Figure 1. Sequential cells grouped by signal name (run 1).
Drawn at 6 px/um. Other sequential cells in the stronger grey, the rest of the logic in the fainter grey.
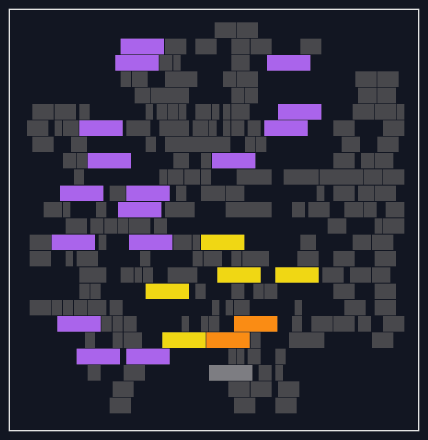
Figure 2. Metal 3 (run 1).
Drawn at 4 px/um.
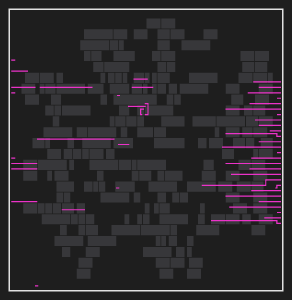
Figure 3. Placement view (run 1).
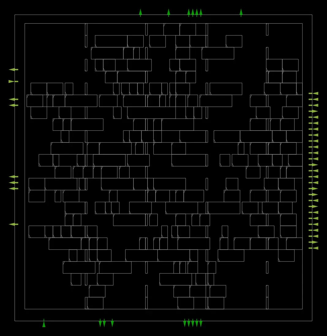
===== config.mk =====
export PLATFORM = sky130hd
export DESIGN_NAME = pipeline_hazard_controller
export DESIGN_NICKNAME = d
export VERILOG_FILES = /design/src/rtl/pipeline_hazard_controller.sv
export SDC_FILE = /design/constraint.sdc
export NUM_CORES = 1
export LEC_CHECK = 0
export CORE_AREA = 2 2 66 68
export CTS_CLUSTER_SIZE = 28
export DETAILED_ROUTE_END_ITERATION = 12
export DIE_AREA = 0 0 68 70
export PLACE_DENSITY = 0.65
export REMOVE_ABC_BUFFERS = 1
export SYNTH_ARGS = -nofsm -noshare
export SYNTH_HDL_FRONTEND = slang
export SYNTH_SLANG_ARGS = --single-unit

===== constraint.sdc =====
create_clock -name clk_i -period 4.4 [get_ports clk_i]
set_clock_uncertainty 0.05 [all_clocks]
set_input_delay 0.44 -clock clk_i [delete_from_list [all_inputs] [get_ports clk_i]]
set_output_delay 0.44 -clock clk_i [all_outputs]
set_load 0.005 [all_outputs]

===== src/rtl/pipeline_hazard_controller.sv =====
// Stall/flush sequencer for a 5-stage pipeline: load-use bubbles, branch squash, data-memory
// freeze with a watchdog that turns a hung access into a sticky fault and a full flush.
module pipeline_hazard_controller #(
  parameter int unsigned RegAddWidth = 5,
  parameter int unsigned DmemTimeout = 16,
  parameter int unsigned CountWidth  = 16
) (
  input  logic                   clk_i,
  input  logic                   rst_i,
  input  logic [RegAddWidth-1:0] rs1_id_i,
  input  logic [RegAddWidth-1:0] rs2_id_i,
  input  logic                   rs1_used_id_i,
  input  logic                   rs2_used_id_i,
  input  logic [RegAddWidth-1:0] rd_ex_i,
  input  logic                   mem_read_ex_i,
  input  logic                   branch_taken_ex_i,
  input  logic                   dmem_req_mem_i,
  input  logic                   dmem_ready_i,
  output logic                   stall_if_o,
  output logic                   stall_id_o,
  output logic                   stall_ex_o,
  output logic                   stall_mem_o,
  output logic                   bubble_ex_o,
  output logic                   bubble_wb_o,
  output logic                   flush_if_id_o,
  output logic                   flush_id_ex_o,
  output logic                   flush_ex_mem_o,
  output logic                   mem_fault_o,
  output logic [1:0]             state_o,
  output logic [CountWidth-1:0]  stall_cycles_o
);

  localparam int unsigned WcntWidth = $clog2(DmemTimeout) + 1;
  localparam logic [WcntWidth-1:0] WcntLast = WcntWidth'(DmemTimeout - 1);

  typedef enum logic [1:0] {
    StRun   = 2'b00,
    StDwait = 2'b01,
    StFault = 2'b10
  } state_e;

  state_e                 state_q, state_d;
  logic [WcntWidth-1:0]   wcnt_q, wcnt_d;
  logic                   mem_fault_q, mem_fault_d;
  logic [CountWidth-1:0]  stall_cycles_q, stall_cycles_d;

  logic dstall;
  logic rs1_hit;
  logic rs2_hit;
  logic lu;

  assign dstall  = dmem_req_mem_i & ~dmem_ready_i;
  assign rs1_hit = rs1_used_id_i & (rs1_id_i == rd_ex_i);
  assign rs2_hit = rs2_used_id_i & (rs2_id_i == rd_ex_i);
  // x0 is hardwired to zero, so a load targeting it never creates a dependency.
  assign lu      = mem_read_ex_i & (rd_ex_i != '0) & (rs1_hit | rs2_hit);

  always_comb begin
    stall_if_o     = 1'b0;
    stall_id_o     = 1'b0;
    stall_ex_o     = 1'b0;
    stall_mem_o    = 1'b0;
    bubble_ex_o    = 1'b0;
    bubble_wb_o    = 1'b0;
    flush_if_id_o  = 1'b0;
    flush_id_ex_o  = 1'b0;
    flush_ex_mem_o = 1'b0;
    if (!rst_i) begin
      if (state_q == StFault) begin
        flush_if_id_o  = 1'b1;
        flush_id_ex_o  = 1'b1;
        flush_ex_mem_o = 1'b1;
        bubble_wb_o    = 1'b1;
      end else if (dstall) begin
        // Freeze everything; a pending branch stays in EX and flushes once the pipe moves.
        stall_if_o  = 1'b1;
        stall_id_o  = 1'b1;
        stall_ex_o  = 1'b1;
        stall_mem_o = 1'b1;
        bubble_wb_o = 1'b1;
      end else if (branch_taken_ex_i) begin
        flush_if_id_o = 1'b1;
        flush_id_ex_o = 1'b1;
      end else if (lu) begin
        stall_if_o  = 1'b1;
        stall_id_o  = 1'b1;
        bubble_ex_o = 1'b1;
      end
    end
  end

  always_comb begin
    state_d = state_q;
    wcnt_d  = wcnt_q;
    case (state_q)
      StRun: begin
        if (dstall) begin
          state_d = StDwait;
          wcnt_d  = WcntWidth'(1);
        end else begin
          wcnt_d  = '0;
        end
      end
      StDwait: begin
        if (!dstall) begin
          state_d = StRun;
          wcnt_d  = '0;
        end else if (wcnt_q == WcntLast) begin
          state_d = StFault;
          wcnt_d  = '0;
        end else begin
          wcnt_d  = wcnt_q + WcntWidth'(1);
        end
      end
      StFault: begin
        state_d = StRun;
        wcnt_d  = '0;
      end
      default: begin
        state_d = StRun;
        wcnt_d  = '0;
      end
    endcase
  end

  assign mem_fault_d    = mem_fault_q | (state_q == StFault);
  assign stall_cycles_d = (stall_if_o && (stall_cycles_q != '1)) ?
                          stall_cycles_q + CountWidth'(1) : stall_cycles_q;

  always_ff @(posedge clk_i) begin
    if (rst_i) begin
      state_q        <= StRun;
      wcnt_q         <= '0;
      mem_fault_q    <= 1'b0;
      stall_cycles_q <= '0;
    end else begin
      state_q        <= state_d;
      wcnt_q         <= wcnt_d;
      mem_fault_q    <= mem_fault_d;
      stall_cycles_q <= stall_cycles_d;
    end
  end

  assign mem_fault_o    = mem_fault_q;
  assign state_o        = state_q;
  assign stall_cycles_o = stall_cycles_q;

endmodule


==> flow_metrics.env, run 1 <==
# source this file to load flow results
export IMPL_tritoncts="yes"
export IMPL_maxSlewHeadroom_pct=66.62
export IMPL_timing_final_hold_violations=0
export IMPL_globalRoute_totalOverflow=0
export IMPL_worst_slew_pin_transition_ps=500.7
export IMPL_grt_antenna_before_repair=0
export IMPL_ant_nets=0
export IMPL_synthDistinctLibCells=44
export IMPL_post_drt_wl_per_cell_um=12.78
export IMPL_cts_root_buffer_cell="sky130_fd_sc_hd__clkbuf_8"
export IMPL_synthToLayoutAreaGrowth_pct=44.14
export IMPL_dpl_hpwl_mm=2.556
export IMPL_routed_via_density=5.149
export IMPL_max_vdd_ir_drop_mv=0.1482
export IMPL_dr_first_iter_drc_count=36
export IMPL_num_antenna_cells=0
export IMPL_drt_pre_antenna_iters=4
export IMPL_worstPathCellList="clkdlybuf4s50_1 > or4_1 > nor2_1 > nor3_4 > a21oi_4 > inv_2 > clkdlybuf4s50_1"
export IMPL_post_route_period_util_pct=68.46
export IMPL_worstSetupEndpointType="output pin"
export IMPL_run_status="completed"
export IMPL_syn_instance_count=154
export IMPL_crit_path_start_kind="input pin"
export IMPL_timing_hold_worst_class="reg -> reg"
export IMPL_max_clock_freq_ghz=0.3320
export IMPL_share_of_the_synthesized_area_in_the_top_cell_type_pct=35.16
export IMPL_postSynthAreaPerCell_um2=8.872
export IMPL_grt_start_max_net_pins=19
export IMPL_numSynthFlops=24
export IMPL_post_synth_main_area_contributors="sky130_fd_sc_hd__dfxtp_1 (35%), sky130_fd_sc_hd__xnor2_1 (7.1%), sky130_fd_sc_hd__a21oi_1 (4.4%)"
export IMPL_critical_path_required_ps=3910
export IMPL_flip_flops_with_a_built_in_enable=0
export IMPL_worst_skew_pair_later_pin_latency_ps=260
export IMPL_ys_seq_share_pct=35.16
## Picture notes: Figure 1
yellow -> `wcnt_q`  # placed flops 5
purple -> `stall_cycles_o`  # placed flops 16
orange -> `state_o`  # placed flops 2

## Picture notes: Figure 2
nets with wire on the layer = 44
share of all routed wire = 9.4%
longest straight run = 19.1 um
GR met3 Demand/Resource: 3.543%
via total after detailed routing: 1313
Detailed Route WL: 3.258 mm

## Picture notes: Figure 3
number of placement rows: 24
final core area utilization: 47.52%
core box area: 4144 um^2
tapcell count: 52

[run 1: layout make-up]
cell class              count  area, um^2
fillers                   409        2175
multi-input cells         121       833.3
repair buffers             51       508.0
flip-flops and latches     24       480.5
well taps                  52       65.06
clock buffers               3       41.29
clock inverters             1       30.03
inverters                   3       11.26
[run 1: synth_stat cells, drive strengths merged (4+ instances only)]
| cell type | number |
|---|---|
| o31ai | 4 |
| nand3 | 9 |
| or3 | 8 |
| nor3 | 6 |
| and3 | 6 |
| a21oi | 14 |
| or4 | 5 |
| dfxtp | 24 |
| nand2 | 8 |
| buf | 4 |
| o21ai | 9 |
| nor2 | 15 |
| xnor2 | 11 |
[run 1: path summary, 6_finish.rpt]
kind | slack [ps] | start | cells past startpoint | endpoint
setup / recovery | 1390 | rd_ex_i[0] | 7 | stall_id_o
hold reg to reg | 400 | wcnt_q[4]$_SDFF_PP0_ | 1 | state_o[1]$_SDFFE_PP0P_
setup reg to reg | 2240 | stall_cycles_o[0]$_SDFFE_PP0P_ | 6 | stall_cycles_o[1]$_SDFFE_PP0P_
hold / removal | 400 | wcnt_q[4]$_SDFF_PP0_ | 1 | state_o[1]$_SDFFE_PP0P_
[run 1: registers in the layout, indices dropped and copies added, names as in the netlist]
signal	count
stall_cycles_o	16
wcnt_q	5
state_o	2
mem_fault_o	1
[run 1: worst register-to-register path: cells and delay by family, from the launching register on]
family                   cells  cell delay [ps]
flip-flops                   1              450
AND/OR/NAND/NOR              3              560
adder cells (fa/ha/maj)      1              290
AND-OR/OR-AND                1              470
multiplexers                 1              240
[run 1: stage by stage]
| step | setup slack (ps) | hold slack [ps] | total power, mW | util, % | area [um^2] |
|---|---|---|---|---|---|
| floorplan | 2404 | 373.8 | 0.2488 | - | 1325 |
| global placement | 1389 | 382.2 | 0.2871 | 45.80 | 1898 |
| detailed placement | 1376 | 389.9 | 0.2877 | 45.80 | 1898 |
| CTS | 1368 | 404.3 | 0.4809 | 47.52 | 1969 |
| global route | 1249 | 429.3 | 0.4935 | 47.52 | 1969 |
| finish | 1388 | 400.2 | 0.4737 | 47.52 | 1969 |
[run 1: report_power, final]
part,internal (mW),total [mW],switching (mW)
Sequential,0.218,0.221,0.00214
Combinational,0.0360,0.0612,0.0251
Clock,0.122,0.192,0.0703
[run 1: per-layer routing]
layer	vias up	GRT usage, %	part of all wire (%)
met5	-	0	0
met4	0	7.333	1.8
met3	5	3.543	9.4
met2	54	22.33	45
met1	590	18.11	44
li1	664	-	-
[run 1: cell families after synthesis]
kind of cell               count (synthesis)  synth area share, %
muxes                                      2                1.831
xor gates and xnor gates                  13                8.333
and+or+nand+nor                           68                30.13
buffers and inverters                      9                3.846
DFF                                       24                35.16
AOI/OAI and AO/OA                         36                18.87
adders and majority gates                  2                1.831
Figure 4. Cells by drive strength (run 1).
Drawn at 6 px/um.
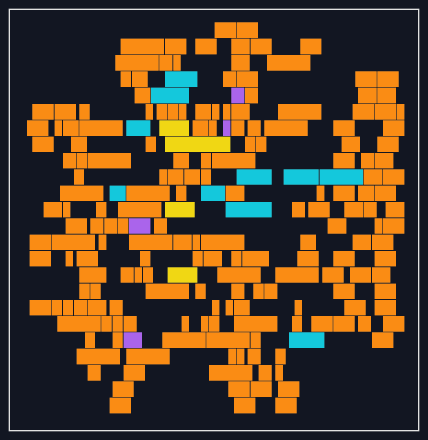

--- run 2 (diff from run 1) ---
==> constraint.sdc (replaced) <==
create_clock -name clk_i -period 3.13 [get_ports clk_i]
set_clock_uncertainty 0.05 [all_clocks]
set_input_delay 0.313 -clock clk_i [delete_from_list [all_inputs] [get_ports clk_i]]
set_output_delay 0.313 -clock clk_i [all_outputs]
set_load 0.005 [all_outputs]
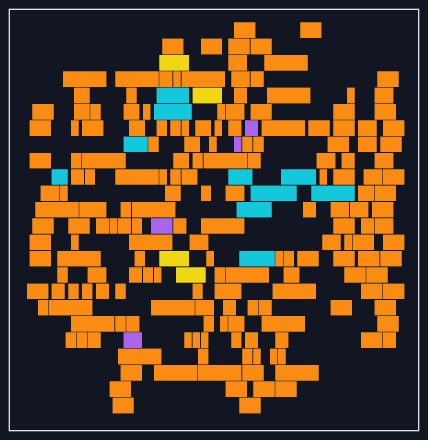
Figure 5: run 2, cells by drive strength.
Drawn at 6 px/um.
yellow -> x6 and larger  # cells 4
orange -> x1 and smaller  # cells 185
cyan -> x3 and x4  # cells 10
purple -> x2  # cells 4
Non-CTS buffers: 51
post-layout instance area: 1953 um^2

==> run 2 against run 1 <==
Against the previous run:
- total power grew 29%
- clock-buffer cell count is 1 higher
- via count is 0.76% lower
- sequential power up about 40%
- die size unchanged
- critical path depth stayed put
- non-clock buffer count stayed put
- critical path type unchanged
- routed wire length rose by 1.1%
==> flow_metrics.env, run 2 <==
# source this file to load flow results
export IMPL_post_synth_main_area_contributors="sky130_fd_sc_hd__dfxtp_1 (35%), sky130_fd_sc_hd__xnor2_1 (7.1%), sky130_fd_sc_hd__a21oi_1 (4.4%)"
export IMPL_placement_setup_worst_slack_ps=367.6
export IMPL_worstHoldStart="wcnt_q[4]$_SDFF_PP0_"
export IMPL_post_dp_cell_area_um2=1898
export IMPL_drt_pre_antenna_iters=4
export IMPL_synth_most_common_cell="sky130_fd_sc_hd__dfxtp_1"
export IMPL_setup_slack_of_the_worst_register_to_register_path_ps=950
export IMPL_globalRoute_totalOverflow=0
export IMPL_syn_instance_count=154
export IMPL_tritoncts="yes"
export IMPL_run_status="completed"
export IMPL_layout_setup_ws_ps=372.3
export IMPL_post_drt_wl_per_cell_um=12.92
export IMPL_coreArea_um2=4144
export IMPL_maxSlewHeadroom_pct=65.38
export IMPL_worstHoldPathCells=1
export IMPL_post_route_period_util_pct=88.11
export IMPL_timing_rr_end="stall_cycles_o[1]$_SDFFE_PP0P_"
export IMPL_largest_register_ffs=16
export IMPL_flip_flops_with_a_built_in_enable=0
export IMPL_critical_path_required_ps=2770
export IMPL_reg2reg_depth=6
export IMPL_drt_total_wl_mm=3.295
export IMPL_worst_r2r_startpoint="stall_cycles_o[0]$_SDFFE_PP0P_"
export IMPL_numSynthFlops=24
export IMPL_max_vdd_ir_drop_mv=0.1779
export IMPL_combinational_share_of_power_pct=14.1
export IMPL_cts_root_buffer_cell="sky130_fd_sc_hd__clkbuf_8"
export IMPL_num_rows=24
export IMPL_routed_via_density=5.110
export IMPL_design_power_total_mw=0.6087
export IMPL_grt_start_max_net_pins=22
export IMPL_timing_final_hold_violations=0
export IMPL_whs_endpoint="state_o[1]$_SDFFE_PP0P_"
export IMPL_synthToLayoutAreaGrowth_pct=42.95
export IMPL_cp_startpoint="rd_ex_i[0]"
export IMPL_grt_antenna_before_repair=0
export IMPL_share_of_the_synthesized_area_in_the_top_cell_type_pct=35.16
export IMPL_worst_skew_pair_later_pin_latency_ps=270
export IMPL_dr_first_iter_drc_count=37
export IMPL_max_clock_freq_ghz=0.3626
export IMPL_crit_path_start_kind="input pin"
export IMPL_netlist_top_cells_count="sky130_fd_sc_hd__dfxtp_1 (24), sky130_fd_sc_hd__nor2_1 (15), sky130_fd_sc_hd__a21oi_1 (12)"
export IMPL_ys_seq_share_pct=35.16
export IMPL_worstSetupEndpointType="output pin"
export IMPL_num_antenna_cells=0
export IMPL_power_internal_mw=0.4703
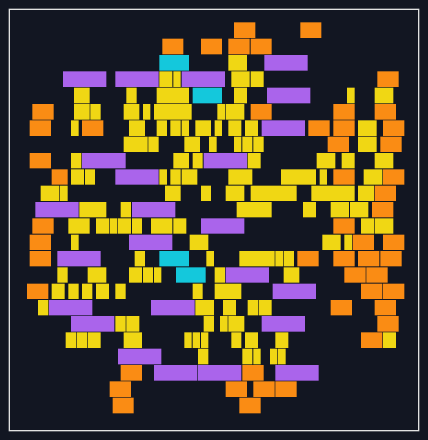
Figure 6: run 2, cell classes on the final placement.
Drawn at 6 px/um.
yellow -> remaining logic cells  # cells 124, share of their area 45%
purple -> registers  # cells 24, share of their area 25%
orange -> remaining buffers and delay cells  # cells 51, share of their area 27%
cyan -> clock drivers and dummy loads  # cells 4, share of their area 2.9%
final core area utilization: 47.13%
proportion of cell area occupied by registers: 24.60%

==> run 2: cell counts after synthesis <==
Identical to the previous run, type by type.
==> run 2: metal layers <==
layer	track usage, %	wire, um	share of wire (%)	up-vias
met5	0	0	0	-
met4	6.000	55	1.7	0
met3	3.060	290	8.8	4
met2	22.33	1441	44	42
met1	19.52	1508	46	600
li1	-	-	-	657
==> run 2: power by group through the flow <==
stage	clock, mW	combinational (mW)	sequential, mW
6_report	0.213	0.0859	0.310
5_1_grt	0.229	0.0935	0.311
4_1_cts	0.221	0.0869	0.310
3_5_place_dp	0	0.0861	0.317
3_3_place_gp	0	0.0859	0.317
2_1_floorplan	0	0.0329	0.317
==> run 2: logic make-up (layout without fill, tap and decap cells) <==
group / count (synthesis) / count (layout) / synth area share, %
XOR/XNOR: 13 / 13 / 8.333
AND-OR/OR-AND: 36 / 36 / 18.87
buffers and inverters: 9 / 58 / 3.846
multiplexers: 2 / 2 / 1.831
flip-flops: 24 / 24 / 35.16
AND/OR/NAND/NOR: 68 / 68 / 30.13
adder cells (fa/ha/maj): 2 / 2 / 1.831
==> run 2: how the worst max path moves through the flow <==
| stage | end | slack [ps] | depth (start not counted) |
|---|---|---|---|
| floorplan | stall_cycles_o[1]$_SDFFE_PP0P_ | 1240 | 6 |
| global placement | stall_if_o | 370 | 7 |
| detailed placement | stall_if_o | 370 | 7 |
| CTS | stall_if_o | 360 | 7 |
| global route | stall_id_o | 220 | 7 |
| finish | stall_if_o | 370 | 7 |
==> run 2: metrics by stage <==
| step | utilization [%] | instances |
|---|---|---|
| 2_1_floorplan | - | 148 |
| 3_3_place_gp | 45.80 | 251 |
| 3_5_place_dp | 45.80 | 251 |
| 4_1_cts | 47.13 | 255 |
| 5_1_grt | 47.13 | 255 |
| 6_report | 47.13 | 255 |
==> run 2: layout make-up <==
class                   count  area [um^2]
well taps                  52        65.06
fillers                   438         2191
multi-input cells         121        833.3
repair buffers             51        508.0
clock buffers               4        55.05
flip-flops and latches     24        480.5
inverters                   3        11.26
No activity file was given, so power comes from the tool's default toggle rates.
